[src/rtl/hazard_ctrl_pkg.sv]
// Shared types and helpers for the hazard/issue controller.
// The HAZARD_FWD_EN build option is consumed in hazard_ctrl.sv.
package hazard_ctrl_pkg;

    typedef enum logic [1:0] {
        FWD_REG = 2'd0,
        FWD_C   = 2'd1,
        FWD_W   = 2'd2
    } fwd_sel_e;

    // Entry vectors are ordered {W, C, A}.
    localparam logic [2:0] ENT_A_MASK       = 3'b001;
    localparam logic [2:0] NOFWD_STALL_MASK = 3'b011;

    // Youngest producer wins; a W-only hit reads the write-first regfile.
    function automatic fwd_sel_e fwd_pick(input logic [2:0] m);
        fwd_sel_e sel;
        casez (m)
            3'b??1:  sel = FWD_C;
            3'b?10:  sel = FWD_W;
            default: sel = FWD_REG;
        endcase
        return sel;
    endfunction

endpackage

[src/rtl/hazard_ctrl_hz_match.sv]
// Compares one D source index against one scoreboard entry.
module hz_match
    import hazard_ctrl_pkg::*;
#(
    parameter int REG_W = 5
) (
    input  logic [REG_W-1:0] src_i,
    input  logic             src_used_i,
    input  logic             ent_valid_i,
    input  logic [REG_W-1:0] ent_rd_i,
    input  logic             ent_we_i,
    input  logic             ent_load_i,
    output logic             match_o,
    output logic             is_load_o
);

    assign match_o   = src_used_i && (src_i != '0) && ent_valid_i && ent_we_i && (ent_rd_i == src_i);
    assign is_load_o = match_o && ent_load_i;

endmodule

[src/rtl/hazard_ctrl.sv]
// Issue/stall decision and operand-forwarding selects for stage A.
// Define HAZARD_FWD_EN to enable forwarding; otherwise dependents wait for W.
module hazard_ctrl
    import hazard_ctrl_pkg::*;
#(
    parameter int MUL_CYCLES = 4,
    parameter int REG_W      = 5
) (
    input  logic             clock_i,
    input  logic             reset_i,
    input  logic             d_valid_i,
    input  logic [REG_W-1:0] d_rs1_i,
    input  logic [REG_W-1:0] d_rs2_i,
    input  logic             d_rs1_used_i,
    input  logic             d_rs2_used_i,
    input  logic [REG_W-1:0] d_rd_i,
    input  logic             d_rd_we_i,
    input  logic             d_is_load_i,
    input  logic             d_is_mul_i,
    input  logic             br_en_i,
    output logic             d_ready_o,
    output logic             a_issue_o,
    output logic [1:0]       a_fwd_rs1_o,
    output logic [1:0]       a_fwd_rs2_o,
    output logic             a_busy_o
);

    localparam int CNT_W = $clog2(MUL_CYCLES);

    typedef struct packed {
        logic             valid;
        logic [REG_W-1:0] rd;
        logic             we;
        logic             is_load;
    } sb_entry_t;

    sb_entry_t [2:0]  ent_q, ent_d;   // index 0 = A, 1 = C, 2 = W
    logic [CNT_W-1:0] cnt_q, cnt_d;
    logic             busy_q, busy_d, issue_q;
    fwd_sel_e         fwd1_q, fwd1_d, fwd2_q, fwd2_d;
    fwd_sel_e         sel1_s, sel2_s;
    logic [2:0]       m1_s, m2_s, l1_s, l2_s;
    logic             load_use_s, hazard_s, stall_s, issue_s;

    for (genvar e = 0; e < 3; e++) begin : g_match
        hz_match #(.REG_W(REG_W)) u_rs1 (
            .src_i       (d_rs1_i),
            .src_used_i  (d_rs1_used_i),
            .ent_valid_i (ent_q[e].valid),
            .ent_rd_i    (ent_q[e].rd),
            .ent_we_i    (ent_q[e].we),
            .ent_load_i  (ent_q[e].is_load),
            .match_o     (m1_s[e]),
            .is_load_o   (l1_s[e])
        );
        hz_match #(.REG_W(REG_W)) u_rs2 (
            .src_i       (d_rs2_i),
            .src_used_i  (d_rs2_used_i),
            .ent_valid_i (ent_q[e].valid),
            .ent_rd_i    (ent_q[e].rd),
            .ent_we_i    (ent_q[e].we),
            .ent_load_i  (ent_q[e].is_load),
            .match_o     (m2_s[e]),
            .is_load_o   (l2_s[e])
        );
    end

    // Load data only exists once the load has left A.
    assign load_use_s = |((l1_s | l2_s) & ENT_A_MASK);

`ifdef HAZARD_FWD_EN
    assign hazard_s = load_use_s;
    assign sel1_s   = fwd_pick(m1_s);
    assign sel2_s   = fwd_pick(m2_s);
`else
    assign hazard_s = (|((m1_s | m2_s) & NOFWD_STALL_MASK)) | load_use_s;
    assign sel1_s   = FWD_REG;
    assign sel2_s   = FWD_REG;
`endif

    assign stall_s   = busy_q | (d_valid_i & hazard_s);
    assign d_ready_o = br_en_i | ~stall_s;
    assign issue_s   = d_valid_i & ~stall_s & ~br_en_i;

    // Scoreboard shift, MUL occupancy counter and next A-stage selects.
    always_comb begin
        ent_d  = ent_q;
        cnt_d  = cnt_q;
        busy_d = busy_q;
        fwd1_d = issue_s ? sel1_s : FWD_REG;
        fwd2_d = issue_s ? sel2_s : FWD_REG;
        ent_d[2] = ent_q[1];
        if (busy_q) begin
            ent_d[1] = '0;
            cnt_d    = cnt_q - CNT_W'(1);
            busy_d   = (cnt_q != CNT_W'(1));
        end else begin
            ent_d[1] = ent_q[0];
            if (issue_s) begin
                ent_d[0] = '{valid: 1'b1, rd: d_rd_i, we: d_rd_we_i, is_load: d_is_load_i};
                if (d_is_mul_i) begin
                    cnt_d  = CNT_W'(MUL_CYCLES - 1);
                    busy_d = 1'b1;
                end else begin
                    cnt_d  = '0;
                    busy_d = 1'b0;
                end
            end else begin
                ent_d[0] = '0;
            end
        end
    end

    // State and registered A-stage outputs.
    always_ff @(posedge clock_i or posedge reset_i) begin
        if (reset_i) begin
            ent_q   <= '0;
            cnt_q   <= '0;
            busy_q  <= 1'b0;
            issue_q <= 1'b0;
            fwd1_q  <= FWD_REG;
            fwd2_q  <= FWD_REG;
        end else begin
            ent_q   <= ent_d;
            cnt_q   <= cnt_d;
            busy_q  <= busy_d;
            issue_q <= issue_s;
            fwd1_q  <= fwd1_d;
            fwd2_q  <= fwd2_d;
        end
    end

    assign a_issue_o   = issue_q;
    assign a_busy_o    = busy_q;
    assign a_fwd_rs1_o = fwd1_q;
    assign a_fwd_rs2_o = fwd2_q;

endmodule

[config.mk]
export PLATFORM = sky130hd
export DESIGN_NAME = hazard_ctrl
export DESIGN_NICKNAME = d
export VERILOG_FILES = /design/src/rtl/hazard_ctrl_pkg.sv /design/src/rtl/hazard_ctrl_hz_match.sv /design/src/rtl/hazard_ctrl.sv
export SDC_FILE = /design/constraint.sdc
export NUM_CORES = 1
export LEC_CHECK = 0
export CAP_MARGIN = 0
export CORE_MARGIN = 1.5
export CORE_UTILIZATION = 45
export DETAILED_ROUTE_END_ITERATION = 8
export GPL_ROUTABILITY_DRIVEN = 0
export PLACE_DENSITY = 0.78
export SLEW_MARGIN = 10
export SYNTH_ARGS = -nofsm -noshare
export SYNTH_HDL_FRONTEND = slang
export SYNTH_SLANG_ARGS = --single-unit
[constraint.sdc]
create_clock -name clock_i -period 2.4 [get_ports clock_i]
set_clock_uncertainty 0.2 [all_clocks]
set_input_delay 0.48 -clock clock_i [delete_from_list [all_inputs] [get_ports clock_i]]
set_output_delay 0.48 -clock clock_i [all_outputs]
set_load 0.005 [all_outputs]
Register map, names as in the netlist:
Bar = 10 microns. Other sequential cells in the stronger grey, the rest of the logic in the fainter grey.
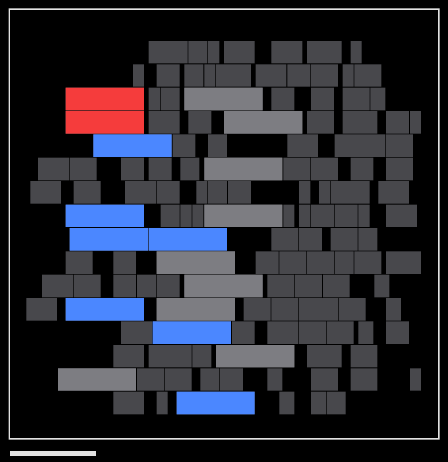
[`ent_q`] blue | placed flops: 7
[`cnt_q`] red | placed flops: 2
not coloured: 9

==> summary.txt <==
yosys + openroad results -> total core area 2002 sq um, WP buf/inv 2, die width 49.78 microns, Latency at later pin 0.28 ns, Top logic family XOR/XNOR gates, Max-cap violations 0, Final WS setup -0.2139 ns, clock sink total 18, xor/xnor share 17.79%, Total GRT Usage 18.18%, first-pass GRT wire length 3367 microns, Critical Path AT 1.93 ns, Compound-Gate Fraction of Synth Area 11.82%, # setup viols final 1, Post-DRT Antenna Nets 0, top cells by area dfrtp_1 (46%), xor2_1 (18%), a22o_1 (5.3%), PortBufs 25, critical path class in2out, Period minus WS final 2.614 ns, routed wire length 2046 microns, Final Hold Fails 0, routed len/inst 12.79 microns, maximum VDD drop 0.5000 mV, status finished with violations, clk buf depth 2, Via Count 778, final max-slew violation count 0, Worst Path Max Fanout 3, largest net degree at the start of global routing 22, die height 49.78 microns, critical path data required time 1.72 ns, slowest stage cell, crit path nor4_1, Post-synth top cells xor2_1 (20), dfrtp_1 (18), nor2b_1 (7), a22o_1 (6), Clock transition at path regs 0.10 ns, worst r2r src ent_d[18], flops out of synthesis 18, Critical Path Max Stage Delay 0.30 ns, reg2reg path depth 8, Root Driver clkbuf_4, Post-Syn Area 984.7 sq um, failing checks setup timing, Power Density 715.6 nW/um^2, Pwr Total 984.9 uW, diode count 0, area grow syn2layout 39.77%, DRC viols 0, total gr overflow 0, Yosys cell types 27, total clock buffers created by CTS 3, EDFF count, synth 0
Cells coloured by class:
Bar = 10 microns. Fill, decap, tap and diode cells in grey.
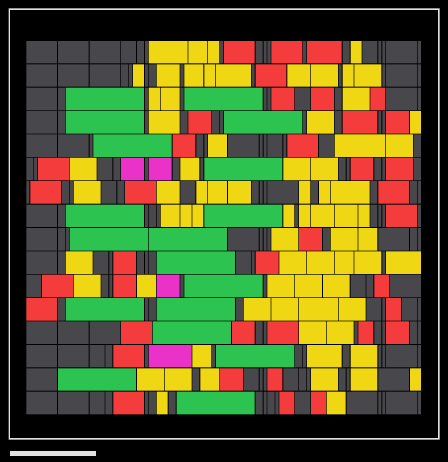
[remaining buffers and delay cells] red | cells: 38
[sequential cells] green | cells: 18
[clock drivers and dummy loads] magenta | cells: 4
[combinational and other logic] yellow | cells: 73

==> layout by cell type (no fill, tap or decap), drive strengths merged, types with 4 or more instances in the layout <==
cell type and instances:
nor2b 7, nor4 5, conb 4, a22o 6, nand2 4, clkdlybuf4s50 14, dfrtp 18, clkbuf 5
buf 21, xor2 20, inv 4, nor2 5
==> power by group <==
| group | switching (mW) | internal (mW) |
|---|---|---|
| clock | 0.0857 | 0.0922 |
| sequential | 0.0556 | 0.377 |
| combinational | 0.172 | 0.202 |
| total | 0.314 | 0.671 |
==> per-stage QoR <==
step	std cells	setup TNS, ns	area (sq um)	hold WS, ns	worst slack (ns)
after CTS	161	-0.2195	1373	0.3114	-0.2195
after floorplan	97	0	996.0	0.2186	0.1100
after detailed placement	155	-5.627	1329	0.2886	-0.8631
final	160	-0.2139	1376	0.3097	-0.2139
after global routing	160	-0.3152	1376	0.3495	-0.3152
after global placement	155	-4.954	1329	0.2775	-0.8316
==> worst reg2reg max path, stage by stage (launching register included) <==
cell and delay [ns]:
dfrtp_1 0.42, buf_6 0.13, xor2_2 0.11, nor2_1 0.06, a22oi_1 0.20, o22ai_2 0.13, buf_4 0.16, or3_4 0.40
a221o_1 0.31
==> metal layers <==
layer	vias to the layer above	GRT usage (%)	routed length (microns)
li1	394	-	-
met4	0	8.333	31
met1	364	23.82	884
met2	18	30.00	1070
met5	-	0	0
met3	2	2.121	59
==> how the worst max path moves through the flow <==
stage          startpoint         to  slack [ns]  depth (start not counted)
2_1_floorplan  d_rs1_i[4]  d_ready_o        0.11                          6
3_3_place_gp   d_rs2_i[3]  d_ready_o       -0.83                          8
3_5_place_dp   d_rs2_i[3]  d_ready_o       -0.86                          8
4_1_cts          ent_q[4]  d_ready_o       -0.22                          7
5_1_grt          ent_q[6]  d_ready_o       -0.32                          7
6_report       d_rs2_i[4]  d_ready_o       -0.21                          8
==> layout make-up <==
type / instances / share of cell area (%)
Clock buffer: 4 / 2.636
Inverter: 5 / 1.636
Multi-Input combinational cell: 68 / 37.73
Sequential cell: 18 / 32.73
Tap cell: 27 / 2.455
Timing Repair Buffer: 38 / 22.82
==> repair_timing <==
| action | CTS | global route |
|---|---|---|
| setup buffers | 2 | 0 |
| gates resized | 39 | 10 |
| endpoints found under the setup margin | 10 | 8 |
| pin swaps | 15 | 14 |
==> state kept, by name, indices dropped and copies added (netlist names) <==
register and cells:
cnt_q 2, ent_d 7, a_busy_o 1, ent_q 7, a_issue_o 1
==> cell families (layout without fill, tap and decap cells) <==
logic type      after synthesis  after routing
fa+ha+maj                     1              1
compound gates               15             15
simple gates                 28             28
buf+inv                      11             47
xor+xnor                     20             20
flops                        18             18
other cells                   1              4
Power is estimated from default activity; no workload was simulated.
